==> src/rtl/uart_pkg.sv <==
// Shared UART definitions used by the receive and transmit sides.
package uart_pkg;

  localparam int unsigned UART_DATA_BITS            = 8;
  localparam int unsigned UART_CLKS_PER_BIT_DEFAULT = 104;

  typedef enum logic [2:0] {
    StWaitIdle,
    StIdle,
    StStart,
    StData,
    StStop
  } uart_rx_state_e;

endpackage

==> src/rtl/uart_rx_sampler_if.sv <==
// Received-byte handshake and status bundle between the UART receiver and its consumer.
interface uart_rx_sampler_if;
  import uart_pkg::*;

  logic [UART_DATA_BITS-1:0] rx_data;
  logic                      rx_valid;
  logic                      rx_ready;
  logic                      frame_err;
  logic                      overrun;
  logic                      busy;

  modport master (
    output rx_data, rx_valid, frame_err, overrun, busy,
    input  rx_ready
  );

  modport slave (
    input  rx_data, rx_valid, frame_err, overrun, busy,
    output rx_ready
  );

endinterface

==> src/rtl/uart_rx_sync.sv <==
// Two-flop synchroniser for asynchronous inputs, with a configurable reset value.
module uart_rx_sync #(
  parameter int unsigned Width    = 1,
  parameter logic        ResetVal = 1'b1
) (
  input  logic             clk,
  input  logic             reset,
  input  logic [Width-1:0] d,
  output logic [Width-1:0] q
);

  logic [Width-1:0] s1_q, s2_q;

  always_ff @(posedge clk) begin
    if (reset) begin
      s1_q <= {Width{ResetVal}};
      s2_q <= {Width{ResetVal}};
    end else begin
      s1_q <= d;
      s2_q <= s1_q;
    end
  end

  assign q = s2_q;

endmodule

==> src/rtl/uart_rx_sampler.sv <==
// 8N1 UART receiver: mid-bit sampling, valid/ready output register, framing and overrun pulses.
module uart_rx_sampler
  import uart_pkg::*;
#(
  parameter int unsigned CLKS_PER_BIT = UART_CLKS_PER_BIT_DEFAULT
) (
  input  logic                 clk,
  input  logic                 reset,
  input  logic                 uart_rx,
  uart_rx_sampler_if.master    rx_bus
);

  localparam int unsigned CntW = $clog2(CLKS_PER_BIT);
  localparam int unsigned IdxW = $clog2(UART_DATA_BITS);
  localparam logic [CntW-1:0] BitLast  = CntW'(CLKS_PER_BIT - 1);
  localparam logic [CntW-1:0] HalfLast = CntW'(CLKS_PER_BIT / 2 - 1);
  localparam logic [IdxW-1:0] IdxLast  = IdxW'(UART_DATA_BITS - 1);

  if (CLKS_PER_BIT < 4) begin : g_bad_clks_per_bit
    $error("uart_rx_sampler: CLKS_PER_BIT must be >= 4");
  end

  logic rxs;

  uart_rx_sync #(
    .Width    (1),
    .ResetVal (1'b1)
  ) u_sync (
    .clk   (clk),
    .reset (reset),
    .d     (uart_rx),
    .q     (rxs)
  );

  uart_rx_state_e            state_q, state_d;
  logic [CntW-1:0]           cnt_q, cnt_d;
  logic [IdxW-1:0]           idx_q, idx_d;
  logic [UART_DATA_BITS-1:0] shift_q, shift_d;
  logic [UART_DATA_BITS-1:0] data_q, data_d;
  logic                      valid_q, valid_d;
  logic                      ferr_q, ferr_d;
  logic                      ovr_q, ovr_d;

  always_comb begin
    state_d = state_q;
    cnt_d   = cnt_q;
    idx_d   = idx_q;
    shift_d = shift_q;
    data_d  = data_q;
    valid_d = valid_q;
    ferr_d  = 1'b0;
    ovr_d   = 1'b0;

    if (valid_q && rx_bus.rx_ready) valid_d = 1'b0;

    unique case (state_q)
      StWaitIdle: begin
        if (rxs) state_d = StIdle;
      end
      StIdle: begin
        if (!rxs) begin
          cnt_d   = HalfLast;
          state_d = StStart;
        end
      end
      StStart: begin
        if (cnt_q != '0) begin
          cnt_d = cnt_q - 1'b1;
        end else if (rxs) begin
          state_d = StIdle;
        end else begin
          cnt_d   = BitLast;
          idx_d   = '0;
          state_d = StData;
        end
      end
      StData: begin
        if (cnt_q != '0) begin
          cnt_d = cnt_q - 1'b1;
        end else begin
          shift_d = {rxs, shift_q[UART_DATA_BITS-1:1]};
          cnt_d   = BitLast;
          idx_d   = idx_q + 1'b1;
          if (idx_q == IdxLast) state_d = StStop;
        end
      end
      StStop: begin
        if (cnt_q != '0) begin
          cnt_d = cnt_q - 1'b1;
        end else if (rxs) begin
          // Back to IDLE right at the stop sample so a following start edge is not missed.
          state_d = StIdle;
          if (!valid_q || rx_bus.rx_ready) begin
            data_d  = shift_q;
            valid_d = 1'b1;
          end else begin
            ovr_d = 1'b1;
          end
        end else begin
          ferr_d  = 1'b1;
          state_d = StWaitIdle;
        end
      end
      default: state_d = StWaitIdle;
    endcase
  end

  always_ff @(posedge clk) begin
    if (reset) begin
      state_q <= StWaitIdle;
      cnt_q   <= '0;
      idx_q   <= '0;
      shift_q <= '0;
      data_q  <= '0;
      valid_q <= 1'b0;
      ferr_q  <= 1'b0;
      ovr_q   <= 1'b0;
    end else begin
      state_q <= state_d;
      cnt_q   <= cnt_d;
      idx_q   <= idx_d;
      shift_q <= shift_d;
      data_q  <= data_d;
      valid_q <= valid_d;
      ferr_q  <= ferr_d;
      ovr_q   <= ovr_d;
    end
  end

  assign rx_bus.rx_data   = data_q;
  assign rx_bus.rx_valid  = valid_q;
  assign rx_bus.frame_err = ferr_q;
  assign rx_bus.overrun   = ovr_q;
  assign rx_bus.busy      = (state_q != StIdle);

endmodule

==> src/flat_wrapper.sv <==
// flat-port wrapper written by rule: the top's interface ports become plain ports
module uart_rx_sampler_flat import uart_pkg::*;
#(
  parameter int unsigned CLKS_PER_BIT = UART_CLKS_PER_BIT_DEFAULT
)
  (clk, reset, uart_rx, rx_bus_rx_data, rx_bus_rx_valid, rx_bus_frame_err, rx_bus_overrun, rx_bus_busy, rx_bus_rx_ready);
  uart_rx_sampler_if rx_bus_i ();
  input  logic clk;
  input  logic reset;
  input  logic uart_rx;
  output wire logic [$bits(rx_bus_i.rx_data)-1:0] rx_bus_rx_data;
  output wire logic [$bits(rx_bus_i.rx_valid)-1:0] rx_bus_rx_valid;
  output wire logic [$bits(rx_bus_i.frame_err)-1:0] rx_bus_frame_err;
  output wire logic [$bits(rx_bus_i.overrun)-1:0] rx_bus_overrun;
  output wire logic [$bits(rx_bus_i.busy)-1:0] rx_bus_busy;
  input wire logic [$bits(rx_bus_i.rx_ready)-1:0] rx_bus_rx_ready;
  assign rx_bus_rx_data = rx_bus_i.rx_data;
  assign rx_bus_rx_valid = rx_bus_i.rx_valid;
  assign rx_bus_frame_err = rx_bus_i.frame_err;
  assign rx_bus_overrun = rx_bus_i.overrun;
  assign rx_bus_busy = rx_bus_i.busy;
  assign rx_bus_i.rx_ready = rx_bus_rx_ready;
  uart_rx_sampler #(.CLKS_PER_BIT(CLKS_PER_BIT)) u_core (.clk(clk), .reset(reset), .uart_rx(uart_rx), .rx_bus(rx_bus_i));
endmodule
==> config.mk <==
export PLATFORM = sky130hd
export DESIGN_NAME = uart_rx_sampler_flat
export DESIGN_NICKNAME = d
export VERILOG_FILES = /design/src/rtl/uart_pkg.sv /design/src/rtl/uart_rx_sampler_if.sv /design/src/rtl/uart_rx_sync.sv /design/src/rtl/uart_rx_sampler.sv /design/src/flat_wrapper.sv
export SDC_FILE = /design/constraint.sdc
export NUM_CORES = 1
export LEC_CHECK = 0
export CAP_MARGIN = 20
export CORE_ASPECT_RATIO = 2
export CORE_MARGIN = 2
export CORE_UTILIZATION = 35
export CTS_BUF_LIST = sky130_fd_sc_hd__clkbuf_16
export CTS_CLUSTER_SIZE = 24
export DETAILED_ROUTE_END_ITERATION = 7
export PLACE_DENSITY = 0.52
export SYNTH_ARGS = -nofsm -noshare
export SYNTH_HDL_FRONTEND = slang
export SYNTH_SLANG_ARGS = --single-unit
==> constraint.sdc <==
create_clock -name clk -period 3.3 [get_ports clk]
set_input_delay 0.99 -clock clk [delete_from_list [all_inputs] [get_ports clk]]
set_output_delay 0.99 -clock clk [all_outputs]
set_load 0.05 [all_outputs]
### Congestion heat map

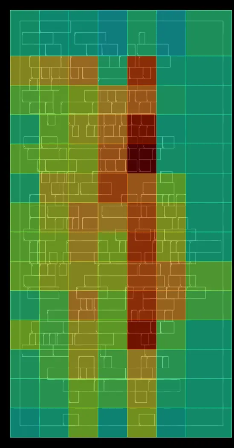
GRT Util Overall: 0.171
gr busiest metal: met2

### Placed cells, one color a class

Scale bar: 20 um. Fill, decap, tap and diode cells in gray.
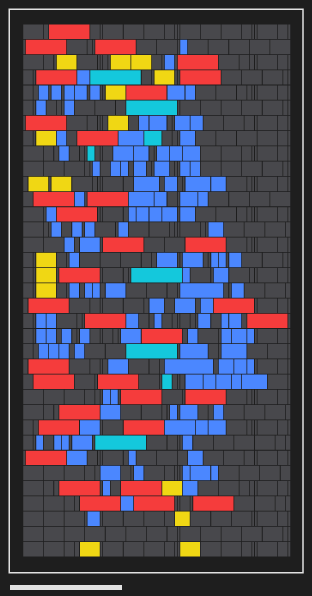
legend:
  clock drivers and dummy loads:
    color: cyan
    cells: 8
    share_of_their_area: 7.7%
  other buffers and delay cells:
    color: yellow
    cells: 16
    share_of_their_area: 8.5%
  all other logic:
    color: blue
    cells: 130
    share_of_their_area: 47%
  flip-flops:
    color: red
    cells: 34
    share_of_their_area: 37%

### Signal wires on met1

Supply wires on this layer in gray.
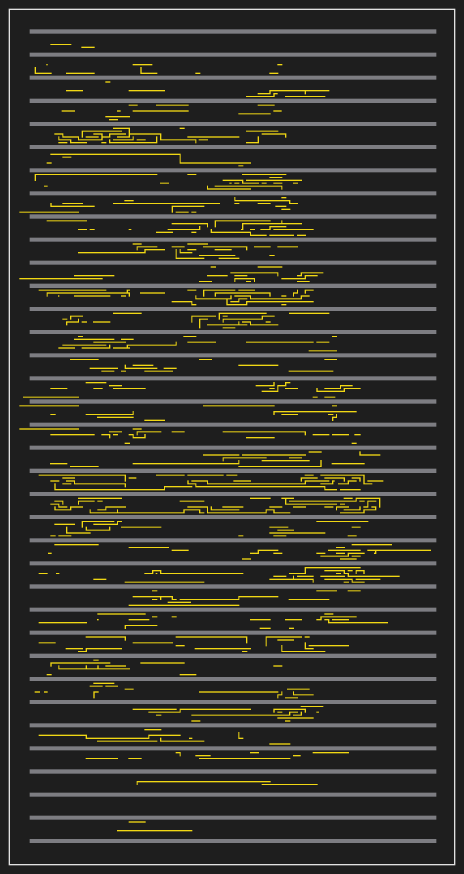
wire length on this layer: 1440 um
share of all routed wire: 37%
main direction: horizontal
nets with wire on the layer: 174
Total Routed Length: 3.89 mm
M1 GR Usage: 0.165

### Nets reached from selected ports

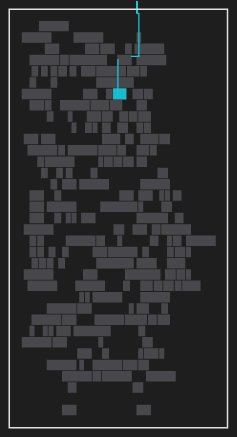
legend:
  `rx_bus_busy`:
    color: cyan
    bits: 1
    direction: output
    edge: top
    end_cells: 1
    wire: 21.9 um

==> flow_summary.json <==
{
  "grt_pass1_wl_mm": 6.59,
  "crit_required_ns": 2.31,
  "insertion_delay_ns": 0.28,
  "drt_pass1_iterations": 4,
  "critPathArrivalTime_ns": 2.07,
  "pwr-share-clk": 0.452,
  "final_max_slew_viol_count": 0,
  "power_density_nw_per_um2": 516,
  "hold_depth": 1,
  "initCoreUtil": 0.357,
  "cp_max_fo": 15,
  "cts_setup_buffers": 0,
  "yosys_warnings": 0,
  "cp-start-kind": "register",
  "synth_area_per_cell_um2": 9.36,
  "area_leaders": "dfxtp_1, mux2i_1, a21oi_1",
  "num_vias": 1320,
  "warning_count": 27,
  "chipArea_um2": 5250,
  "synth_cell_types": 46,
  "ios": 16,
  "cts-root-buf": "clkbuf_16",
  "hold_class": "register to register",
  "die_x_um": 52.2,
  "place_ws_ns": 0.528,
  "p_leak_uw": 0.000743,
  "relSlewSlack": 0.523,
  "portBuffers": 15,
  "synth-async-reset-ratio": 0,
  "tightest_slew_ns": 0.712,
  "htreeDepth": 2,
  "crit_type": "register to output port",
  "cts_tree": "yes",
  "setup_viol": 0,
  "worst-path-stages": 2,
  "area_delta_synth_final_pct": 18.6,
  "finClkSkew_ns": 0.00726,
  "setup_ws_ns": 0.242,
  "crit_buf_inv": 1,
  "drt_iter0_markers": 23,
  "die_h_um": 100,
  "ir_worst_vdd_uv": 350,
  "cts_num_sinks": 34,
  "p_sw_uw": 257,
  "finalCritPeriodShare": 0.927,
  "fmax_mhz": 327,
  "gp_congestion": 0.838,
  "path_delay_family": "buffers and inverters",
  "synth_top_area_share": 0.418,
  "hold_viol": 0,
  "path_cells": "or3b_2 > clkdlybuf4s50_1",
  "cap_violations": 0,
  "p_seq_frac": 0.435,
  "power.total_uw": 996,
  "drc": 0,
  "dominantRegCellSynth": "dfxtp_1",
  "edf_count": 0,
  "n_antenna_cell": 0,
  "crit_slowest_cell": "clkdlybuf4s50_1",
  "status": "completed",
  "grt_overflow": 0,
  "seq_area_frac_synth": 0.418,
  "yosys_area_um2": 1630,
  "sw_frac_of_total": 0.258,
  "whs_ns": 0.404,
  "drive_above_1_share": 0.112,
  "rsz0062_at_grt": "no",
  "clk_pin_slew_ns": 0.05,
  "fill_cells": 469,
  "ant_nets": 0,
  "ys_cells": 174,
  "cts_resized": 0,
  "cts.path.max_buffers": 2,
  "numCtsBuffers": 5,
  "yosysMostFrequentCell": "dfxtp_1",
  "final_nets": 195,
  "antenna_found_initial": 0,
  "grt_pass1_vias": 1403,
  "postCtsHoldBufs": 0,
  "avgViaCountPerCell": 5.43,
  "synthCells": 174,
  "final_area_um2": 1930,
  "top_area_cell": "dfxtp_1",
  "crit_path_end_kind": "output port",
  "fp_nets": 182,
  "netlist_area_um2": 1630,
  "fin_tns_setup_ns": 0,
  "max_stage_delay_ns": 0.71,
  "wl_per_cell_um": 16.0,
  "comb_power_share": 0.113,
  "grt_max_degree": 30,
  "p_int_uw": 740,
  "synth.top_cells.by_count": "dfxtp_1, a21oi_1, nor2_1",
  "dpl_cell_area_um2": 1790,
  "fin_crit_ns": 3.06,
  "floorplan.rows": 35,
  "coreArea_um2": 4550,
  "reg2reg_depth": 6,
  "dpl.hpwl_mm": 2.97,
  "ys_ff": 34,
  "reg2reg_slack_ns": 1.19
}
stage by stage:
step	util	instances
2_1_floorplan	-	174
3_3_place_gp	0.393	235
3_5_place_dp	0.393	235
4_1_cts	0.424	243
5_1_grt	0.424	243
6_report	0.424	243
metal layers:
metal | up-vias | global-route usage | share of wire
met5 | - | 0 | 0
met4 | 0 | 0.112 | 0.035
met3 | 11 | 0.0283 | 0.014
met2 | 19 | 0.315 | 0.58
met1 | 624 | 0.165 | 0.37
li1 | 666 | - | -
power groups by stage:
| stage | combinational (uW) | sequential (uW) | clock (uW) |
|---|---|---|---|
| CTS | 113 | 434 | 463 |
| global route | 123 | 435 | 478 |
| floorplan | 90.5 | 437 | 0 |
| detailed placement | 112 | 443 | 0 |
| finish | 112 | 434 | 450 |
| global placement | 111 | 442 | 0 |
final timing paths:
kind                                          from                  endpoint
worst min-delay path            u_core.u_sync.s1_q           u_core.u_sync.q
worst max-delay path             u_core.state_q[0]               rx_bus_busy
worst max register to register     u_core.cnt_q[0]  u_core.rx_bus.rx_data[1]
worst min register to register  u_core.u_sync.s1_q           u_core.u_sync.q
flip-flops by register name (all words and copies together), names as in the netlist:
| register | flops |
|---|---|
| u_core.rx_bus.rx_valid | 1 |
| u_core.state_q | 3 |
| u_core.cnt_q | 7 |
| u_core.u_sync.s1_q | 1 |
| u_core.rx_bus.rx_data | 8 |
| u_core.rx_bus.overrun | 1 |
| u_core.shift_q | 8 |
| u_core.u_sync.q | 1 |
| u_core.idx_q | 3 |
| u_core.rx_bus.frame_err | 1 |
kinds of logic (layout without fill, tap and decap cells):
kind of cell	after synthesis	count (layout)	share of synthesized area
compound gates	48	48	0.194
flops	34	34	0.418
fa+ha+maj	4	4	0.0307
buf+inv	16	30	0.0546
simple gates	61	61	0.236
mux	10	10	0.0615
xor+xnor	1	1	0.00538
area by class of cell:
cell class | count | area, um2 | area share
Clock buffer | 5 | 125 | 0.0648
Tap cell | 55 | 68.8 | 0.0356
Timing Repair Buffer | 16 | 158 | 0.0817
Clock inverter | 3 | 17.5 | 0.00907
Inverter | 6 | 22.5 | 0.0117
Multi-Input combinational cell | 124 | 858 | 0.445
Sequential cell | 34 | 681 | 0.353
placed cells by master, fill, tap and decap left out, drive strengths merged, types with 3 or more instances in the layout:
cell type / n
nand3: 9
or2: 4
o21ai: 11
ha: 4
o31ai: 3
nor2: 13
inv: 7
nand2: 4
clkbuf: 5
clkdlybuf4s50: 15
a211oi: 3
nand4: 7
mux2i: 10
a21oi: 17
nor3: 4
dfxtp: 34
nand2b: 4
o211ai: 3
No activity file was given, so power comes from the tool's default toggle rates.
